Run 1, signal wires on met3:
The bar under the picture is 50 µm long.
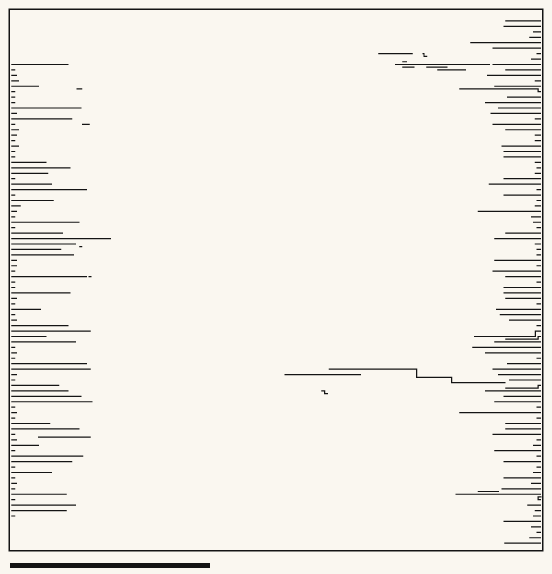
Run 1, gate-type map:
The bar under the picture is 50 µm long.
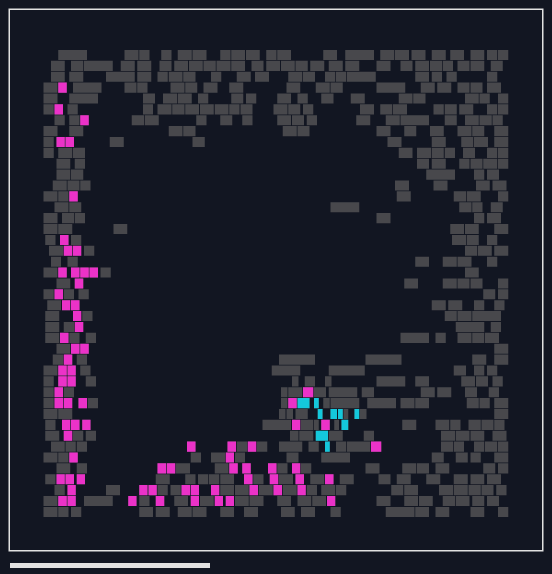
Run 1, cell placement:
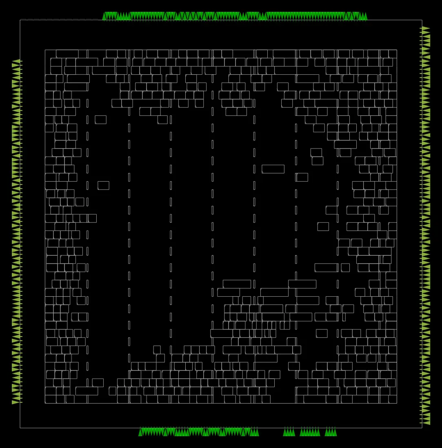
<file path="src/rtl/cache_bus_arbiter_pkg.sv">
// Shared LSU cache-bus types: one request/response pair used by both L1 caches and the
// downstream bus port.
package cache_bus_arbiter_pkg;

   localparam int BUS_AW = 32;
   localparam int BUS_DW = 32;

   typedef struct packed {
      logic              valid;
      logic              wr;
      logic [1:0]        size;
      logic              cached;
      logic [BUS_AW-1:0] addr;
      logic              data_ok;      // write beat valid
      logic              data_last;    // final write beat
      logic [3:0]        data_strobe;
      logic [BUS_DW-1:0] w_data;
   } cache_bus_req_t;

   typedef struct packed {
      logic              ready;        // address phase accepted
      logic              data_ok;      // data beat valid
      logic              data_last;    // final beat of the transaction
      logic [BUS_DW-1:0] r_data;
   } cache_bus_resp_t;

endpackage

</file>
<file path="src/rtl/cache_bus_arbiter.sv">
// Two-master arbiter sharing one downstream cache bus between icache and dcache.
// Grants are taken from IDLE only; the owner keeps the bus until its final data beat.
module cache_bus_arbiter
   import cache_bus_arbiter_pkg::*;
#(
   parameter logic DCACHE_PRIORITY = 1'b0
) (
   input  logic            clk,
   input  logic            rst_n,
   input  cache_bus_req_t  ic_req_i,
   output cache_bus_resp_t ic_resp_o,
   output logic            ic_busy_o,
   input  cache_bus_req_t  dc_req_i,
   output cache_bus_resp_t dc_resp_o,
   output logic            dc_busy_o,
   output cache_bus_req_t  bus_req_o,
   input  cache_bus_resp_t bus_resp_i
);

   typedef enum logic [4:0] {
      IDLE   = 5'b00001,
      ADDR_I = 5'b00010,
      DATA_I = 5'b00100,
      ADDR_D = 5'b01000,
      DATA_D = 5'b10000
   } state_e;

   state_e state_q, state_d;
   logic   last_dc_q, last_dc_d;   // 1 = dcache won the most recent grant

   // Only called when at least one port is valid; a tie goes to the fixed winner or
   // to whichever port lost the previous grant.
   function automatic logic grant_dcache(input logic ic_v, input logic dc_v,
                                         input logic last_dc);
      if (ic_v && dc_v) begin
         return DCACHE_PRIORITY ? 1'b1 : !last_dc;
      end
      return dc_v;
   endfunction

   // NOTE: state registers use non-blocking assignments so every flop samples the
   // pre-edge value of its peers regardless of process ordering.
   always_ff @(posedge clk) begin
      if (!rst_n) begin
         state_q   <= IDLE;
         last_dc_q <= 1'b0;
      end else begin
         state_q   <= state_d;
         last_dc_q <= last_dc_d;
      end
   end

   // NOTE: every variable driven here gets a default first, so no path leaves a
   // value unassigned and no latch is inferred.
   always_comb begin
      state_d   = state_q;
      last_dc_d = last_dc_q;
      case (state_q)
         IDLE: begin
            if (ic_req_i.valid || dc_req_i.valid) begin
               if (grant_dcache(ic_req_i.valid, dc_req_i.valid, last_dc_q)) begin
                  state_d   = ADDR_D;
                  last_dc_d = 1'b1;
               end else begin
                  state_d   = ADDR_I;
                  last_dc_d = 1'b0;
               end
            end
         end
         ADDR_I: begin
            if (!ic_req_i.valid)       state_d = IDLE;
            else if (bus_resp_i.ready) state_d = DATA_I;
         end
         DATA_I: begin
            if (bus_resp_i.data_ok && bus_resp_i.data_last) state_d = IDLE;
         end
         ADDR_D: begin
            if (!dc_req_i.valid)       state_d = IDLE;
            else if (bus_resp_i.ready) state_d = DATA_D;
         end
         DATA_D: begin
            if (bus_resp_i.data_ok && bus_resp_i.data_last) state_d = IDLE;
         end
         default: state_d = IDLE;
      endcase
   end

   // Outputs decode the registered owner only; a new request never reaches the bus
   // in the cycle it first appears.
   logic own_ic, own_dc;
   assign own_ic = (state_q == ADDR_I) || (state_q == DATA_I);
   assign own_dc = (state_q == ADDR_D) || (state_q == DATA_D);

   always_comb begin
      bus_req_o = '0;
      ic_resp_o = '0;
      dc_resp_o = '0;
      if (own_ic) begin
         bus_req_o = ic_req_i;
         ic_resp_o = bus_resp_i;
      end else if (own_dc) begin
         bus_req_o = dc_req_i;
         dc_resp_o = bus_resp_i;
      end
   end

   assign ic_busy_o = own_dc;
   assign dc_busy_o = own_ic;

endmodule

</file>
<file path="config.mk">
export PLATFORM = sky130hd
export DESIGN_NAME = cache_bus_arbiter
export DESIGN_NICKNAME = d
export VERILOG_FILES = /design/src/rtl/cache_bus_arbiter_pkg.sv /design/src/rtl/cache_bus_arbiter.sv
export SDC_FILE = /design/constraint.sdc
export NUM_CORES = 1
export LEC_CHECK = 0
export CAP_MARGIN = 0
export CORE_AREA = 8 8 125 127
export DETAILED_ROUTE_END_ITERATION = 16
export DIE_AREA = 0 0 133 135
export PLACE_DENSITY = 0.65
export SYNTH_ARGS = -nofsm -noshare
export SYNTH_HDL_FRONTEND = slang
export SYNTH_SLANG_ARGS = --single-unit
</file>
<file path="constraint.sdc">
create_clock -name clk -period 2.9 [get_ports clk]
set_input_delay 0.435 -clock clk [delete_from_list [all_inputs] [get_ports clk]]
set_output_delay 0.435 -clock clk [all_outputs]
set_load 0.03 [all_outputs]
</file>
==> results.cfg, run 1 <==
; synthesis and place-and-route metrics
[grt]
grt_pass1_vias = 3405
grt_overflow = 0
top_usage_layer = met2
grt_max_degree = 59

[final_layout]
final_cells = 711
largest_cell_class = buffers
fillers = 1382
antenna_cells = 1
seq-cell-share_pct = 2.39
ff_latch_area_um2 = 120
inverters = 1
area_delta_synth_final_pct = 207
final-clk-cell-share_pct = 1.49
layout-drive-gt1-share_pct = 28.3
comb_cells = 180

[cts]
numClockSinks = 6
clockRootBuffer = clkbuf_16
tritoncts = built
clk_path_buf_depth = 2

[run_status]
status = completed

[critical_path]
cpPeakStageDelay_ns = 0.67
crit_path_top_delay_cell = clkdlybuf4s50_1
arrival_ns = 2.04
cp-end-kind = primary output
crit_family = buffers and inverters
cp.required_ns = 2.47
crit_chain = xor2_2 > buf_4 > and3_1 > clkdlybuf4s50_1
rrSetupSlack_ns = 1.00

[synthesis]
ys_area_mm2 = 0.00164
ys.flops = 6
yosys-top-cells-count = 76 x a22o_1, 70 x and3_1, 12 x clkbuf_1
syn_area_mm2 = 0.00164
ys_sh_mux_pct = 0.612
edf_count = 0
adder_share_pct = 0
ff_type = dfxtp_1
ys_cells = 218
synth.top_cells.by_area = a22o_1 41%, and3_1 27%, dfxtp_1 7.3%, buf_6 4.8%, clkbuf_1 2.8%
ys_sh_aoi_pct = 44.8
synth_cell_types = 24
synth_warnings = 0
async_flop_share_pct = 0

[routing]
wl_met1_um = 5070
vias = 3193
via_per_inst = 4.49
final_antenna_net_count = 0
routed_wl_um = 13900
drcViolationCount = 0
drt-initial-drc-count = 122

[placement]
placed_cells = 707

[die]
core_util_floorplan_pct = 12.0
die-area_mm2 = 0.0180
rows = 43
boundaryPins = 334

[job]
cap_violations = 0
warning_count = 26

[timing]
finClkSkew_ns = 0.00181
timing.setup.tns_ns = 0
period_minus_slack_ns = 2.48
max_freq_ghz = 0.404
max-slew-margin-rel_pct = 69.7

[pwr]
p_sw_mw = 0.673
swShare_pct = 44.8
internal_power_mw = 0.828
clkPwrFrac_pct = 14.9
peakVddDrop_mv = 0.156

[min_path]
hold_path_depth = 1
Back to the opening pictures, 'signal wires on met3':
193 nets have wire on it. The layer holds 10% of the routed length.

Back to the opening pictures, 'gate-type map':
and/or cells: marked magenta, cells 75. nand cells: marked cyan, cells 9, where bottom middle.

Back to the opening pictures, 'cell placement':
final core occ: 36.9%
Placeable Area: 0.0136 mm²

## run 1: state kept, by name, summed over array words and instances, names as in the netlist
register / flops
state_q: 5
last_dc_q: 1
## run 1: through the flow
stage / instance area, µm² / power [mW] / worst slack [ns]
final: 5020 / 1.50 / 0.425
after global routing: 5020 / 1.58 / 0.319
after CTS: 5020 / 1.51 / 0.419
after detailed placement: 4950 / 1.28 / 0.662
after global placement: 4950 / 1.26 / 0.717
after floorplan: 1640 / 0.697 / 0.813
## run 1: power by group through the flow
stage,Combinational (mW),Clock [mW],Sequential (mW)
2_1_floorplan,0.588,0,0.109
3_3_place_gp,1.15,0,0.114
3_5_place_dp,1.17,0,0.114
4_1_cts,1.17,0.229,0.114
5_1_grt,1.23,0.231,0.116
6_report,1.16,0.223,0.114
==> run 2, diff against run 1 <==
--- a/config.mk
+++ b/config.mk
@@ -5,6 +5,7 @@
 export SDC_FILE = /design/constraint.sdc
 export NUM_CORES = 1
 export LEC_CHECK = 0
+export ABC_CLOCK_PERIOD_IN_PS = 2900
 export CAP_MARGIN = 0
 export CORE_AREA = 8 8 125 127
 export DETAILED_ROUTE_END_ITERATION = 16
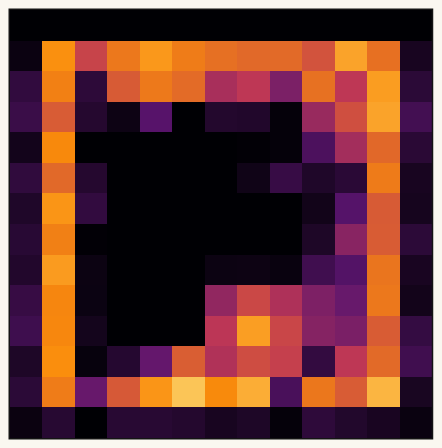
Run 2: cell density map
The die is cut into 13 by 14 equal tiles; black is low, pale yellow is high, 0 to 100% covered.
The densest ninth of the die: bottom middle. The fullest tile reaches 87%. 7.1% of the tiles are over 75% full.

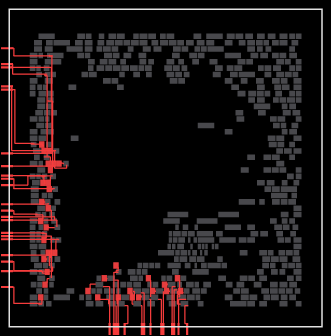
Run 2: wires at chosen ports, followed through buffers
dc_resp_o: marked red, bits 35, direction output, edge 21 left, 14 bottom, end cells 35, buffers 35, wire 903 µm.

==> run 2 against run 1 <==
Clock skew unchanged. Final area unchanged. Count of clock-buffer cells in the layout unchanged. Routed wire length unchanged. Die area unchanged. Largest cell class unchanged. Largest power group unchanged.
==> results.cfg, run 2 <==
; synthesis and place-and-route metrics
[run_status]
status = completed

[timing]
period_minus_slack_ns = 2.48
max-slew-margin-rel_pct = 69.7
setup_slack_ns = 0.425

[final_layout]
area_delta_synth_final_pct = 207
largest-register = state_q
layout-drive-gt1-share_pct = 28.3

[critical_path]
rrSetupSlack_ns = 1.00
crit_family = buffers and inverters
cpPeakStageDelay_ns = 0.67

[die]
die-area_mm2 = 0.0180
coreArea_mm2 = 0.0136
core_util_floorplan_pct = 12.0
boundaryPins = 334
rows = 43

[pwr]
swShare_pct = 44.8
p_sw_mw = 0.673
internal_power_mw = 0.828
pg_clk_mw = 0.223
clkPwrFrac_pct = 14.9
peakVddDrop_mv = 0.156

[grt]
grt_max_degree = 59

[routing]
drt-initial-drc-count = 122
drcViolationCount = 0
via_per_inst = 4.49
routed_wl_um = 13900
wl_met1_um = 5070

[cts]
tritoncts = built
numClockSinks = 6
clk_path_buf_depth = 2
clockRootBuffer = clkbuf_16

[synthesis]
ys.flops = 6
ys_cells = 218
ys_area_mm2 = 0.00164
synth_warnings = 0
yosys-top-cells-count = 76 x a22o_1, 70 x and3_1, 12 x clkbuf_1
synth_cell_types = 24
syn_area_mm2 = 0.00164
async_flop_share_pct = 0

[placement]
place_area_mm2 = 0.00495
placed_cells = 707
preCtsSetupSlack_ns = 0.662

[job]
warning_count = 26
-- run 2: cell counts after synthesis --
No cell type changed its count.
-- run 2: cell families after synthesis --
family                    synth area share, %
xor gates and xnor gates                 1.61
DFF                                      7.35
and+or+nand+nor                          33.6
AOI/OAI and AO/OA                        44.8
buffers and inverters                    12.1
muxes                                   0.612
-- run 2: final cells by class --
cell class | instances | area (µm²) | share of cell area [%]
multi-input cells | 180 | 1340 | 26.6
clock buffers | 3 | 75.1 | 1.49
diodes | 1 | 2.50 | 0.0498
well taps | 180 | 225 | 4.48
repair buffers | 340 | 3260 | 64.9
inverters | 1 | 3.75 | 0.0747
flip-flops and latches | 6 | 120 | 2.39
==> run 3, diff against run 2 <==
--- a/config.mk
+++ b/config.mk
@@ -5,12 +5,13 @@
 export SDC_FILE = /design/constraint.sdc
 export NUM_CORES = 1
 export LEC_CHECK = 0
-export ABC_CLOCK_PERIOD_IN_PS = 2900
+export ABC_CLOCK_PERIOD_IN_PS = 3200
 export CAP_MARGIN = 0
 export CORE_AREA = 8 8 125 127
 export DETAILED_ROUTE_END_ITERATION = 16
 export DIE_AREA = 0 0 133 135
 export PLACE_DENSITY = 0.65
+export SLEW_MARGIN = 20
 export SYNTH_ARGS = -nofsm -noshare
 export SYNTH_HDL_FRONTEND = slang
 export SYNTH_SLANG_ARGS = --single-unit
==> constraint.sdc (replaced) <==
create_clock -name clk -period 3.2 [get_ports clk]
set_input_delay 0.48 -clock clk [delete_from_list [all_inputs] [get_ports clk]]
set_output_delay 0.48 -clock clk [all_outputs]
set_load 0.03 [all_outputs]
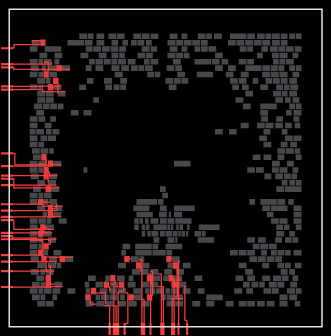
Run 3: wires at chosen ports, followed through buffers
dc_resp_o: marked red, bits 35, direction output, edge 21 left, 14 bottom, end cells 35, buffers 35, wire 822 µm.

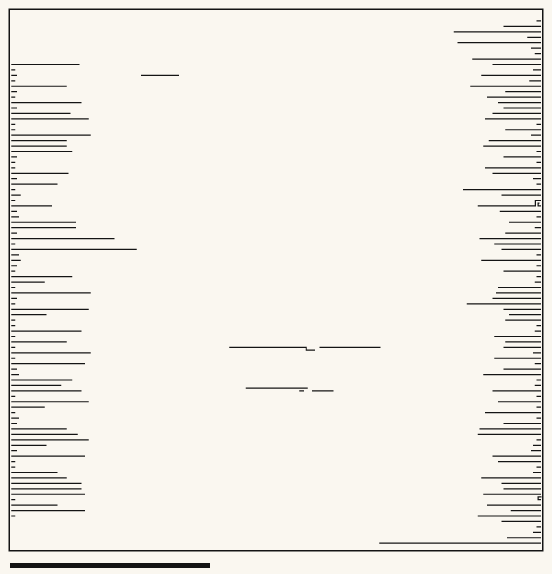
Run 3: signal wires on met3
The bar under the picture is 50 µm long.
drt total wl: 14,000 µm
grt met3 use: 6.69%
Vias: 3,166

==> run 3 against run 2 <==
Power down 8.8%. Combinational power fell by 9%. Non-clock buffer count did not move. First-iteration DRC count decreased by 13%. Sequential cell count did not move. Clock skew barely moved. Register-to-register slack improved by 0.15 ns.
==> results.cfg, run 3 <==
; synthesis and place-and-route metrics
[routing]
drt-initial-drc-count = 106
via_per_inst = 4.45
drcViolationCount = 0

[timing]
setup_slack_ns = 0.622
timing.setup.tns_ns = 0
max-slew-margin-rel_pct = 69.4
period_minus_slack_ns = 2.58

[pwr]
internal_power_mw = 0.757
clkPwrFrac_pct = 14.8
pg_clk_mw = 0.202
peakVddDrop_mv = 0.137
p_sw_mw = 0.612

[synthesis]
ys_cells = 218
top_logic_kind = AND-OR/OR-AND gates
ys_sh_aoi_pct = 44.8
ys.flops = 6
synth_cell_types = 24
adder_share_pct = 0
async_flop_share_pct = 0
ys_sh_simple_pct = 33.6
xor_area_share_pct = 1.61
ys_sh_mux_pct = 0.612
yosys-top-cells-count = 76 x a22o_1, 70 x and3_1, 12 x clkbuf_1
top_area_share_pct = 40.7
ys_area_mm2 = 0.00164

[die]
die-area_mm2 = 0.0180
core_util_floorplan_pct = 12.0
boundaryPins = 334
coreArea_mm2 = 0.0136

[final_layout]
area_delta_synth_final_pct = 213
layout-drive-gt1-share_pct = 17.5
largest-register = state_q

[placement]
place_area_mm2 = 0.00504
placed_cells = 707

[critical_path]
cpPeakStageDelay_ns = 0.69
crit_family = buffers and inverters
rrSetupSlack_ns = 1.15
cp.required_ns = 2.72

[cts]
clk_path_buf_depth = 2
numClockSinks = 6
tritoncts = built

[job]
warning_count = 26

[run_status]
status = completed

[grt]
grt_max_degree = 77
run 3: cell counts after synthesis:
No cell type changed its count.
run 3: layout make-up:
type,instances,area [µm²]
diodes,1,2.50
well taps,180,225
repair buffers,340,3360
fillers,1353,8490
inverters,1,3.75
clock buffers,3,75.1
flip-flops and latches,6,120
multi-input cells,180,1340
run 3: routing by layer:
| layer | GRT usage [%] | vias to the layer above | part of all wire [%] | wire (µm) |
|---|---|---|---|---|
| li1 | - | 1502 | - | - |
| met1 | 14.8 | 1471 | 37 | 5150 |
| met2 | 25.5 | 191 | 52 | 7230 |
| met3 | 6.69 | 2 | 11 | 1580 |
| met4 | 2.02 | 0 | 0.34 | 48 |
| met5 | 0 | - | 0 | 0 |
Power and IR drop assume default switching activity.
